===== src/rtl/pipe_pkg.sv =====
// Shared constants for the pipeline stage register: state encoding,
// occupancy width and performance counter width.
package pipe_pkg;

    localparam int OCC_W      = 2;
    localparam int PERF_CNT_W = 32;

    typedef logic [OCC_W-1:0] state_t;

    // State value doubles as the occupancy count.
    localparam state_t ST_EMPTY = 2'd0;
    localparam state_t ST_ONE   = 2'd1;
    localparam state_t ST_TWO   = 2'd2;

endpackage


===== src/rtl/sat_cnt.sv =====
// Saturating up-counter, cleared by synchronous active-high reset.
// Ports: clk, reset, inc (count this cycle), count (current value).
module sat_cnt
    import pipe_pkg::*;
#(
    parameter int W = PERF_CNT_W
) (
    input  logic         clk,
    input  logic         reset,
    input  logic         inc,
    output logic [W-1:0] count
);

    logic [W-1:0] count_q;
    logic [W-1:0] count_d;

    always_comb begin
        count_d = count_q;
        if (inc && (count_q != {W{1'b1}})) begin
            count_d = count_q + 1'b1;
        end
    end

    always_ff @(posedge clk) begin
        if (reset) begin
            count_q <= '0;
        end else begin
            count_q <= count_d;
        end
    end

    assign count = count_q;

endmodule


===== src/rtl/pipe_stage_skid.sv =====
// Pipeline stage register with valid/ready handshake, flush and an
// optional 2-entry skid buffer (SKID=1) that makes in_ready a register.
// Ports: clk, reset (sync, active-high), flush, in_valid/in_ready/in_data,
// out_valid/out_ready/out_data, occupancy (0..2).
// Macro PIPE_STAGE_PERF_EN adds stall_cnt and bubble_cnt outputs.
module pipe_stage_skid
    import pipe_pkg::*;
#(
    parameter int DATA_W = 32,
    parameter int SKID   = 1
) (
    input  logic              clk,
    input  logic              reset,
    input  logic              flush,
    input  logic              in_valid,
    output logic              in_ready,
    input  logic [DATA_W-1:0] in_data,
    output logic              out_valid,
    input  logic              out_ready,
    output logic [DATA_W-1:0] out_data,
    output logic [OCC_W-1:0]  occupancy
`ifdef PIPE_STAGE_PERF_EN
    ,
    output logic [PERF_CNT_W-1:0] stall_cnt,
    output logic [PERF_CNT_W-1:0] bubble_cnt
`endif
);

    state_t            state_q;
    state_t            state_d;
    logic [DATA_W-1:0] main_q;
    logic [DATA_W-1:0] main_d;
    logic [DATA_W-1:0] skid_q;
    logic [DATA_W-1:0] skid_d;
    logic              rdy_q;
    logic              rdy_d;
    logic              in_fire;
    logic              out_fire;

    assign in_fire  = in_valid & in_ready;
    assign out_fire = out_valid & out_ready;

    // Next-state and datapath.
    always_comb begin
        state_d = state_q;
        main_d  = main_q;
        skid_d  = skid_q;
        if (flush) begin
            state_d = ST_EMPTY;
            main_d  = '0;
            skid_d  = '0;
        end else if (SKID != 0) begin
            unique case (state_q)
                ST_EMPTY: begin
                    if (in_fire) begin
                        main_d  = in_data;
                        state_d = ST_ONE;
                    end
                end
                ST_ONE: begin
                    if (in_fire && out_fire) begin
                        main_d = in_data;
                    end else if (in_fire) begin
                        skid_d  = in_data;
                        state_d = ST_TWO;
                    end else if (out_fire) begin
                        main_d  = '0;
                        state_d = ST_EMPTY;
                    end
                end
                ST_TWO: begin
                    if (out_fire) begin
                        main_d  = skid_q;
                        skid_d  = '0;
                        state_d = ST_ONE;
                    end
                end
                default: begin
                    state_d = ST_EMPTY;
                    main_d  = '0;
                    skid_d  = '0;
                end
            endcase
        end else begin
            if (in_fire) begin
                main_d  = in_data;
                state_d = ST_ONE;
            end else if (out_fire) begin
                main_d  = '0;
                state_d = ST_EMPTY;
            end
        end
    end

    // With a skid buffer, ready is decided one cycle ahead from the
    // next state; without one it only gates ready off during reset.
    always_comb begin
        rdy_d = 1'b1;
        if (SKID != 0) begin
            rdy_d = (state_d != ST_TWO);
        end
    end

    always_ff @(posedge clk) begin
        if (reset) begin
            state_q <= ST_EMPTY;
            main_q  <= '0;
            skid_q  <= '0;
            rdy_q   <= 1'b0;
        end else begin
            state_q <= state_d;
            main_q  <= main_d;
            skid_q  <= skid_d;
            rdy_q   <= rdy_d;
        end
    end

    // Outputs.
    always_comb begin
        out_valid = (state_q != ST_EMPTY);
        out_data  = main_q;
        occupancy = state_q;
        if (SKID != 0) begin
            in_ready = rdy_q;
        end else begin
            in_ready = rdy_q & (~out_valid | out_ready);
        end
    end

`ifdef PIPE_STAGE_PERF_EN
    sat_cnt #(
        .W(PERF_CNT_W)
    ) u_stall_cnt (
        .clk  (clk),
        .reset(reset),
        .inc  (out_valid & ~out_ready),
        .count(stall_cnt)
    );

    sat_cnt #(
        .W(PERF_CNT_W)
    ) u_bubble_cnt (
        .clk  (clk),
        .reset(reset),
        .inc  (~out_valid),
        .count(bubble_cnt)
    );
`endif

endmodule


===== config.mk =====
export PLATFORM = sky130hd
export DESIGN_NAME = pipe_stage_skid
export DESIGN_NICKNAME = d
export VERILOG_FILES = /design/src/rtl/pipe_pkg.sv /design/src/rtl/sat_cnt.sv /design/src/rtl/pipe_stage_skid.sv
export SDC_FILE = /design/constraint.sdc
export NUM_CORES = 1
export LEC_CHECK = 0
export CAP_MARGIN = 15
export CORE_MARGIN = 2
export CORE_UTILIZATION = 42
export DETAILED_ROUTE_END_ITERATION = 10
export GPL_TIMING_DRIVEN = 0
export PLACE_DENSITY = 0.68
export SETUP_SLACK_MARGIN = 0.1
export SYNTH_ARGS = -nofsm -noshare
export SYNTH_HDL_FRONTEND = slang
export SYNTH_HIERARCHICAL = 1
export SYNTH_SLANG_ARGS = --single-unit
export TNS_END_PERCENT = 10

===== constraint.sdc =====
create_clock -name clk -period 1.8 [get_ports clk]
set_clock_uncertainty 0.05 [all_clocks]
set_input_delay 0.18 -clock clk [delete_from_list [all_inputs] [get_ports clk]]
set_output_delay 0.18 -clock clk [all_outputs]
set_load 0.1 [all_outputs]

clocks.png
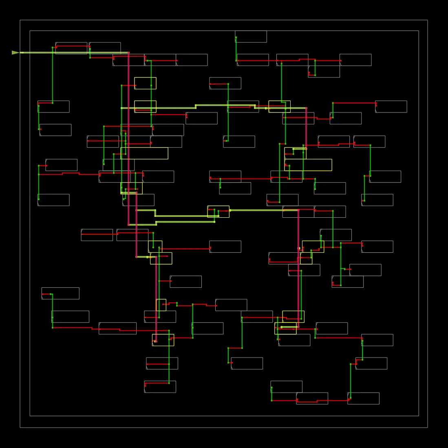
P_clk: 1500 uW
CTS Buf Count: 9

cell_density.png
(3 px per um) The die is cut into 9 by 9 equal tiles; black is low, pale yellow is high, 0 to 100% covered.
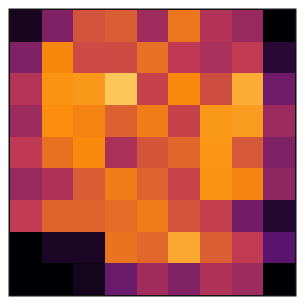
nearly empty tiles: 6.2%
emptiest ninth of the die: south-west
fullest tile: 88%

==> run summary <==
Tcrit/Tclk final = 93.57%
Unique masters post-synth = 30
Fillers = 740
Clk pin slew, worst setup/hold paths = 0.08 ns
Ant diodes = 0
Overflow after GRT = 0
Die H = 94.99 um
Dominant cell area share = 38.58%
Crit path DAT = 1.45 ns
Post-synth regs = 67
Worst-case clock buffer depth = 2
Via count of the first global-routing pass = 2,781
Final Hold Viols = 0
ClkCell Share = 5.043%
Worst Hold Depth = 3
Inverter count = 2
Worst-path fanout max = 10
Layout cell share with drive strength beyond 1 = 23.85%
Sequential share of cell area = 29.15%
Register share after synthesis = 38.58%
Slew Viols, Final = 0
Net Count, Synth = 386
P per Cell Area = 789.8 nW/um2
Nets = 468
Cell area after layout = 4639 um2
Flop2flop setup slack = 0.22 ns
Clock period minus worst slack = 1.684 ns
Logic area = 1894 um2
Unrepaired setup endpoints after global routing = yes
Drt wl/cell = 15.65 um
H-tree depth = 3
FF-to-FF End = out_data[3]
Status = finished clean
Post-Layout Cell Count = 541
Setup_tns = 0 ns
TAP cells = 105
Comb/total area = 40.83%
Routed Antenna Nets = 0
Largest net degree at the start of global routing = 13
Ports = 73
Mapped Cells = 349
First-pass GRT wire length = 13,740 um
Die area = 9022 um2
Max rail drop VDD = 315.9 uV
DR vias/cell = 5.279
registers in the layout, indices dropped and copies added, names as in the netlist:
register and cells:
occupancy 2, skid_q 32, in_ready 1, out_data 32
report_power, final:
part	total, uW	internal [uW]	switching (uW)	leakage [uW]
logic	649	243	405	0.000874
clock network	1500	861	634	0.000116
registers	1520	1500	18.2	0.000543
what timing repair did:
| action | 4_1_cts | 5_1_grt |
|---|---|---|
| gates resized | 121 | 1 |
| endpoints found under the setup margin | 36 | 6 |
| cloned | 0 | 0 |
| hold buffers | 0 | 0 |
cell families after synthesis:
family                 share of synthesized area [%]
buffers and inverters                          7.017
and+or+nand+nor                                15.83
DFF                                            38.58
AOI/OAI and AO/OA                              19.83
muxes                                          18.75
placed cells by master (no fill, tap or decap), types with 3 or more instances in the layout:
cell / n
a21oi_1: 3
a22oi_1: 12
a22oi_2: 20
and2_1: 32
buf_12: 4
buf_4: 7
buf_6: 7
clkbuf_1: 10
clkbuf_8: 11
clkdlybuf4s15_2: 34
clkdlybuf4s50_1: 35
dfxtp_1: 64
dfxtp_4: 3
mux2i_1: 64
nand3b_1: 3
nor2_1: 67
o2bb2ai_1: 32
synth_stat cells, drive strengths merged:
cell type and instances:
clkbuf 10, a21oi 4, a22o 1, nor2b 1, inv 2, nand3 1, mux2 1, dfxtp 67
o21ba 1, buf 22, nor2 67, and2b 1, nand2 1, and4b 1, a22oi 32, o21ai 1
and2 32, or2 2, o2bb2ai 32, o211ai 1, mux2i 64, nand3b 5
layer usage:
layer / GRT usage [%] / part of all wire, %
met5: 0 / 0
met4: 7.729 / 1.3
met3: 3.113 / 5.0
met2: 31.50 / 47
met1: 26.78 / 47
worst max-delay path: stages, from the launching register on:
cell and delay (ns):
dfxtp_4 0.38, buf_6 0.15, buf_6 0.14, or2_4 0.26
buf_12 0.16
No activity file was given, so power comes from the tool's default toggle rates.
